--- src/rtl/ad_spi_cfg_seq_if.sv ---
// Bus bundle for ad_spi_cfg_seq: host request, table ROM and spi_wr sides.
// slave is the sequencer's view, master is the driver/ROM/consumer view.
interface ad_spi_cfg_seq_if #(
   parameter int AW = 6
) ();
   logic          start;
   logic          host_wr;
   logic [12:0]   host_addr;
   logic [7:0]    host_data;
   logic          host_ack;
   logic [AW-1:0] rom_addr;
   logic [20:0]   rom_data;
   logic          spi_wr_en;
   logic [12:0]   spi_addr;
   logic [7:0]    spi_data;
   logic          busy;
   logic          done;

   modport slave (
      input  start,
      input  host_wr,
      input  host_addr,
      input  host_data,
      input  rom_data,
      output host_ack,
      output rom_addr,
      output spi_wr_en,
      output spi_addr,
      output spi_data,
      output busy,
      output done
   );

   modport master (
      output start,
      output host_wr,
      output host_addr,
      output host_data,
      output rom_data,
      input  host_ack,
      input  rom_addr,
      input  spi_wr_en,
      input  spi_addr,
      input  spi_data,
      input  busy,
      input  done
   );
endinterface

--- src/rtl/ad_spi_cfg_seq.sv ---
// Config sequencer for the AD SPI write engine: walks an addr/data ROM
// table, one wr_en per entry spaced by XFER_CYCLES, plus single host writes.
module ad_spi_cfg_seq #(
   parameter int AW          = 6,
   parameter int NUM_ENTRIES = 32,
   parameter int XFER_CYCLES = 56
) (
   input logic             clk,
   input logic             rst_n,
   ad_spi_cfg_seq_if.slave bus
);

   localparam int            CW       = $clog2(XFER_CYCLES);
   localparam logic [20:0]   END_MARK = 21'h1FFFFF;
   localparam logic [AW-1:0] LAST     = AW'(NUM_ENTRIES - 1);
   localparam logic [CW-1:0] CNT_LD   = CW'(XFER_CYCLES - 1);

   typedef enum logic [2:0] {
      IDLE,
      FETCH,
      LATCH,
      ISSUE,
      WAIT,
      DONE
   } state_t;

   state_t        state;
   logic [AW-1:0] idx;
   logic [CW-1:0] cnt;
   logic          host_flg;

   // Sequencer FSM; every output is a register updated alongside the state.
   // rom_addr is advanced one state early (on start and on the idx step) so
   // the sync ROM output is already valid when LATCH samples it.
   always_ff @(posedge clk) begin
      if (!rst_n) begin
         state         <= IDLE;
         idx           <= '0;
         cnt           <= '0;
         host_flg      <= 1'b0;
         bus.rom_addr  <= '0;
         bus.spi_wr_en <= 1'b0;
         bus.spi_addr  <= '0;
         bus.spi_data  <= '0;
         bus.host_ack  <= 1'b0;
         bus.busy      <= 1'b0;
         bus.done      <= 1'b0;
      end else begin
         bus.spi_wr_en <= 1'b0;
         bus.host_ack  <= 1'b0;
         unique case (state)
            IDLE, DONE: begin
               if (bus.start) begin
                  state        <= FETCH;
                  idx          <= '0;
                  bus.rom_addr <= '0;
                  host_flg     <= 1'b0;
                  bus.done     <= 1'b0;
                  bus.busy     <= 1'b1;
               end else if (bus.host_wr) begin
                  state         <= ISSUE;
                  host_flg      <= 1'b1;
                  bus.host_ack  <= 1'b1;
                  bus.spi_addr  <= bus.host_addr;
                  bus.spi_data  <= bus.host_data;
                  bus.spi_wr_en <= 1'b1;
                  bus.busy      <= 1'b1;
               end
            end
            FETCH: begin
               bus.rom_addr <= idx;
               state        <= LATCH;
            end
            LATCH: begin
               if (bus.rom_data == END_MARK) begin
                  state    <= DONE;
                  bus.done <= 1'b1;
                  bus.busy <= 1'b0;
               end else begin
                  bus.spi_addr  <= bus.rom_data[20:8];
                  bus.spi_data  <= bus.rom_data[7:0];
                  bus.spi_wr_en <= 1'b1;
                  state         <= ISSUE;
               end
            end
            ISSUE: begin
               cnt   <= CNT_LD;
               state <= WAIT;
            end
            WAIT: begin
               if (cnt != '0) begin
                  cnt <= cnt - CW'(1);
               end else if (host_flg) begin
                  host_flg <= 1'b0;
                  bus.busy <= 1'b0;
                  state    <= bus.done ? DONE : IDLE;
               end else if (idx == LAST) begin
                  state    <= DONE;
                  bus.done <= 1'b1;
                  bus.busy <= 1'b0;
               end else begin
                  idx          <= idx + AW'(1);
                  bus.rom_addr <= idx + AW'(1);
                  state        <= FETCH;
               end
            end
            default: begin
               state    <= IDLE;
               bus.busy <= 1'b0;
            end
         endcase
      end
   end

endmodule
--- src/flat_wrapper.sv ---
// flat-port wrapper written by rule: the top's interface ports become plain ports
module ad_spi_cfg_seq_flat 
#(
   parameter int AW          = 6,
   parameter int NUM_ENTRIES = 32,
   parameter int XFER_CYCLES = 56
)
  (clk, rst_n, bus_start, bus_host_wr, bus_host_addr, bus_host_data, bus_rom_data, bus_host_ack, bus_rom_addr, bus_spi_wr_en, bus_spi_addr, bus_spi_data, bus_busy, bus_done);
  ad_spi_cfg_seq_if #(.AW(AW)) bus_i ();
  input logic clk;
  input logic rst_n;
  input wire logic [$bits(bus_i.start)-1:0] bus_start;
  input wire logic [$bits(bus_i.host_wr)-1:0] bus_host_wr;
  input wire logic [$bits(bus_i.host_addr)-1:0] bus_host_addr;
  input wire logic [$bits(bus_i.host_data)-1:0] bus_host_data;
  input wire logic [$bits(bus_i.rom_data)-1:0] bus_rom_data;
  output wire logic [$bits(bus_i.host_ack)-1:0] bus_host_ack;
  output wire logic [$bits(bus_i.rom_addr)-1:0] bus_rom_addr;
  output wire logic [$bits(bus_i.spi_wr_en)-1:0] bus_spi_wr_en;
  output wire logic [$bits(bus_i.spi_addr)-1:0] bus_spi_addr;
  output wire logic [$bits(bus_i.spi_data)-1:0] bus_spi_data;
  output wire logic [$bits(bus_i.busy)-1:0] bus_busy;
  output wire logic [$bits(bus_i.done)-1:0] bus_done;
  assign bus_i.start = bus_start;
  assign bus_i.host_wr = bus_host_wr;
  assign bus_i.host_addr = bus_host_addr;
  assign bus_i.host_data = bus_host_data;
  assign bus_i.rom_data = bus_rom_data;
  assign bus_host_ack = bus_i.host_ack;
  assign bus_rom_addr = bus_i.rom_addr;
  assign bus_spi_wr_en = bus_i.spi_wr_en;
  assign bus_spi_addr = bus_i.spi_addr;
  assign bus_spi_data = bus_i.spi_data;
  assign bus_busy = bus_i.busy;
  assign bus_done = bus_i.done;
  ad_spi_cfg_seq #(.AW(AW), .NUM_ENTRIES(NUM_ENTRIES), .XFER_CYCLES(XFER_CYCLES)) u_core (.clk(clk), .rst_n(rst_n), .bus(bus_i));
endmodule
--- config.mk ---
export PLATFORM = sky130hd
export DESIGN_NAME = ad_spi_cfg_seq_flat
export DESIGN_NICKNAME = d
export VERILOG_FILES = /design/src/rtl/ad_spi_cfg_seq_if.sv /design/src/rtl/ad_spi_cfg_seq.sv /design/src/flat_wrapper.sv
export SDC_FILE = /design/constraint.sdc
export NUM_CORES = 1
export LEC_CHECK = 0
export CORE_MARGIN = 2
export CORE_UTILIZATION = 57
export DETAILED_ROUTE_END_ITERATION = 8
export DONT_BUFFER_PORTS = 1
export GPL_TIMING_DRIVEN = 0
export PLACE_DENSITY = 0.75
export SLEW_MARGIN = 40
export SYNTH_ARGS = -nofsm -noshare
export SYNTH_HDL_FRONTEND = slang
export SYNTH_SLANG_ARGS = --single-unit
--- constraint.sdc ---
create_clock -name clk -period 1.8 [get_ports clk]
set_input_delay 0.18 -clock clk [delete_from_list [all_inputs] [get_ports clk]]
set_output_delay 0.18 -clock clk [all_outputs]
set_load 0.01 [all_outputs]
==> out/qor.yml <==
die:
  die-width_um: 69.8
pwr:
  ir_drop_uv: 582
  p_per_area_mw_per_mm2: 927
status:
  violations: "setup timing"
  status: "finished with violations"
worst_setup_path:
  cp-startpoint: "u_core.cnt[0]"
  crit-reg2reg-launch: "u_core.cnt[0]"
place:
  numPortBuffers: 0
  gp_congestion: 0.906
min_path:
  worstHoldStart: "bus_start"
global_routing:
  grt_max_degree: 15
  antenna_found_initial: 0
logic_synthesis:
  ys_ff: 47
  synthAoiAreaFrac_pct: 25.2
  synth.lib_cells_used.distinct: 50
sta:
  layout_setup_ws_ns: -0.0850
  setup_viol_count_final: 10
  rsz0062_at_grt: "true"
run:
  drv_cap: 0
drt:
  wl_per_cell_um: 18.3
==> synthesized netlist by cell type (2+ instances only) <==
master | count | area (um2)
ha_1 | 3 | 37.5
or2_2 | 2 | 12.5
mux2i_1 | 25 | 250
a21oi_1 | 38 | 190
nor2_1 | 23 | 86.3
a22oi_1 | 2 | 15.0
nand3_1 | 9 | 45.0
nor4_1 | 4 | 25.0
or3_1 | 3 | 18.8
nand2b_1 | 2 | 12.5
inv_1 | 8 | 30.0
clkbuf_1 | 16 | 60.1
nor3_1 | 6 | 30.0
a211oi_1 | 5 | 37.5
nand4_1 | 4 | 25.0
o21ai_0 | 7 | 35.0
nor2b_1 | 2 | 12.5
buf_2 | 4 | 20.0
dfxtp_1 | 47 | 941
xor2_1 | 6 | 52.6
a21o_1 | 2 | 15.0
a311oi_1 | 22 | 193
and2_1 | 2 | 12.5
nand2_1 | 16 | 60.1
==> per-layer routing <==
metal / vias to the layer above / track usage, % / routed length (um)
li1: 1109 / - / -
met4: 0 / 7.26 / 120
met5: - / 0 / 0
met3: 14 / 9.16 / 527
met1: 1076 / 34.3 / 2800
met2: 112 / 39.5 / 3000
==> worst max-delay path, stage by stage, from the launching register on <==
cell and delay, ns:
dfxtp_2 0.33, inv_2 0.07, ha_4 0.13, or4b_4 0.49, nor4_2 0.16, o21ai_1 0.11, a2111oi_2 0.35, o211a_1 0.18
==> where the power goes <==
part           switching (mW)  total, mW  internal, mW
logic                   0.397      0.767         0.370
clock network           0.361      0.627         0.266
registers               0.149       1.31          1.16
total                   0.908       2.70          1.80
==> final timing paths <==
kind,endpoint,cells past startpoint
setup / recovery,u_core.bus.done,7
hold reg to reg,u_core.bus.busy,2
setup reg to reg,u_core.bus.done,7
hold / removal,u_core.bus.done,2
==> what timing repair did <==
item / 4_1_cts / 5_1_grt
endpoints found under the setup margin: 43 / 42
gates resized: 38 / 22
buffers inserted: 11 / 0
cloned: 1 / 0
pin swaps: 10 / 3
==> metrics by stage <==
| stage | TNS [ns] | hold slack [ns] | util (%) |
|---|---|---|---|
| 6_report | -0.472 | 0.0653 | 71.4 |
| 5_1_grt | -2.30 | 0.0821 | 71.4 |
| 4_1_cts | -0.433 | 0.0580 | 69.5 |
| 3_5_place_dp | -9.30 | 0.366 | 62.2 |
| 3_3_place_gp | -8.58 | 0.370 | 62.2 |
| 2_1_floorplan | -0.337 | 0.341 | - |
==> registers in the layout (all words and copies together) (netlist names) <==
signal / flops
u_core.bus.spi_addr: 13
u_core.bus.spi_data: 8
u_core.bus.rom_addr: 6
u_core.cnt: 6
u_core.idx: 6
u_core.state: 3
u_core.bus.busy: 1
u_core.bus.done: 1
u_core.bus.host_ack: 1
u_core.bus.spi_wr_en: 1
u_core.host_flg: 1
==> area by class of cell <==
type	instances	area (um2)
clock buffer	5	68.8
clock inverter	2	13.8
buffer	21	135
multi-input combinational	208	1550
timing repair buffer	12	110
inverter	8	30.0
sequential	47	951
fill	298	1170
tap	50	62.6
Cell classes on the final placement:
Scale bar: 20 um.
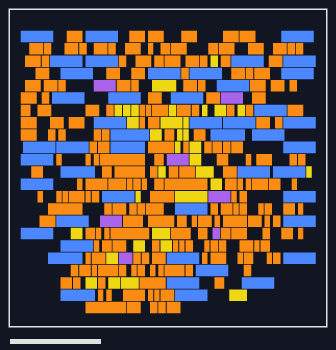
colour	class	cells	share of their area
purple	clock drivers and dummy loads	7	2.9%
blue	flip-flops	47	33%
orange	all other logic	216	55%
yellow	other buffers and delay cells	33	8.6%
Core Box Area: 0.00409 mm2
Finished Core Util: 71.4%
Final Cell Area: 0.00292 mm2
Site Rows: 23
Seq/total area: 32.6%

Clock wires, drivers and flops:
Scale bar: 20 um.
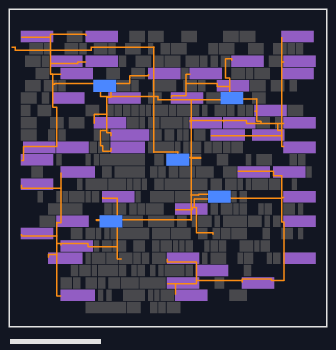
[orange] clock wires | length: 570 um
[blue] cells driving clock nets | count: 5
[purple] flip-flops | count: 47
routed clock nets	6
clk pwr: 0.627 mW
Clock power frac: 23.2%
Max Clock Skew: 0.00727 ns
Late-Pin Clk Latency: 0.30 ns

Placement view:
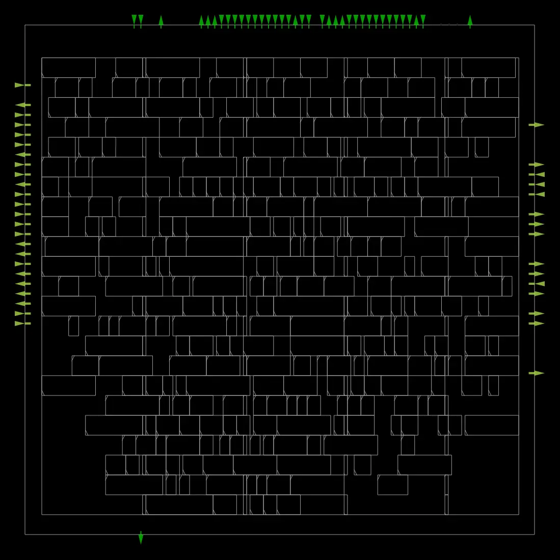
flip-flops: 47
filler cell count: 298
Final Non-Filler Cells: 353
# Taps: 50

M2 wires:
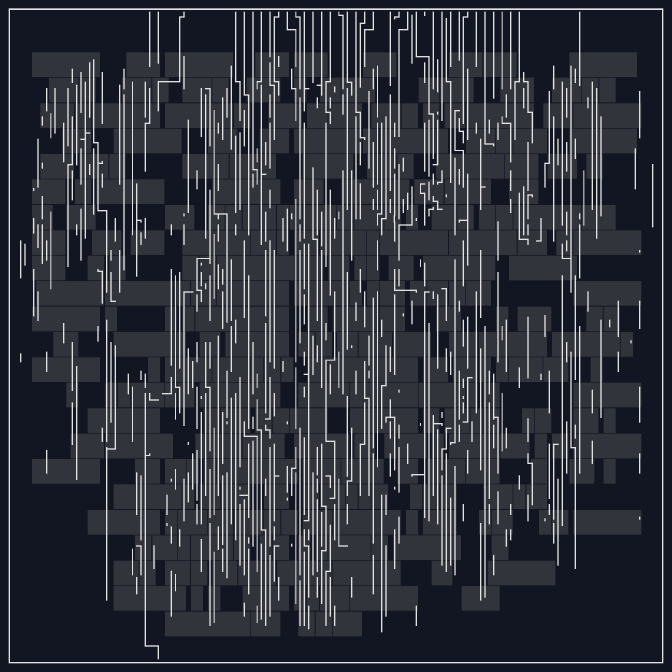
wire length on this layer	3000 um
longest straight run	29.6 um
share of all routed wire	46%
nets with wire on the layer	294
main direction	vertical
routed wire length: 6440 um
DR vias: 2311
M2 GR Usage: 39.5%

Gate families picked out:
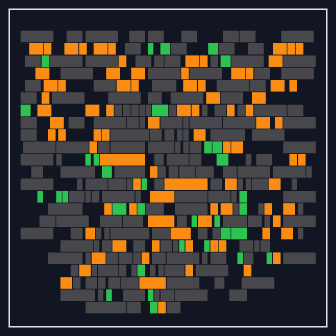
colour	family	cells	most used
green	NAND gates	33	nand2_1
orange	inverting AOI/OAI gates	85	a21oi_1
most numerous logic cell after layout: dfxtp_1
logic share of the area: 53.0%

No activity file was given, so power comes from the tool's default toggle rates.
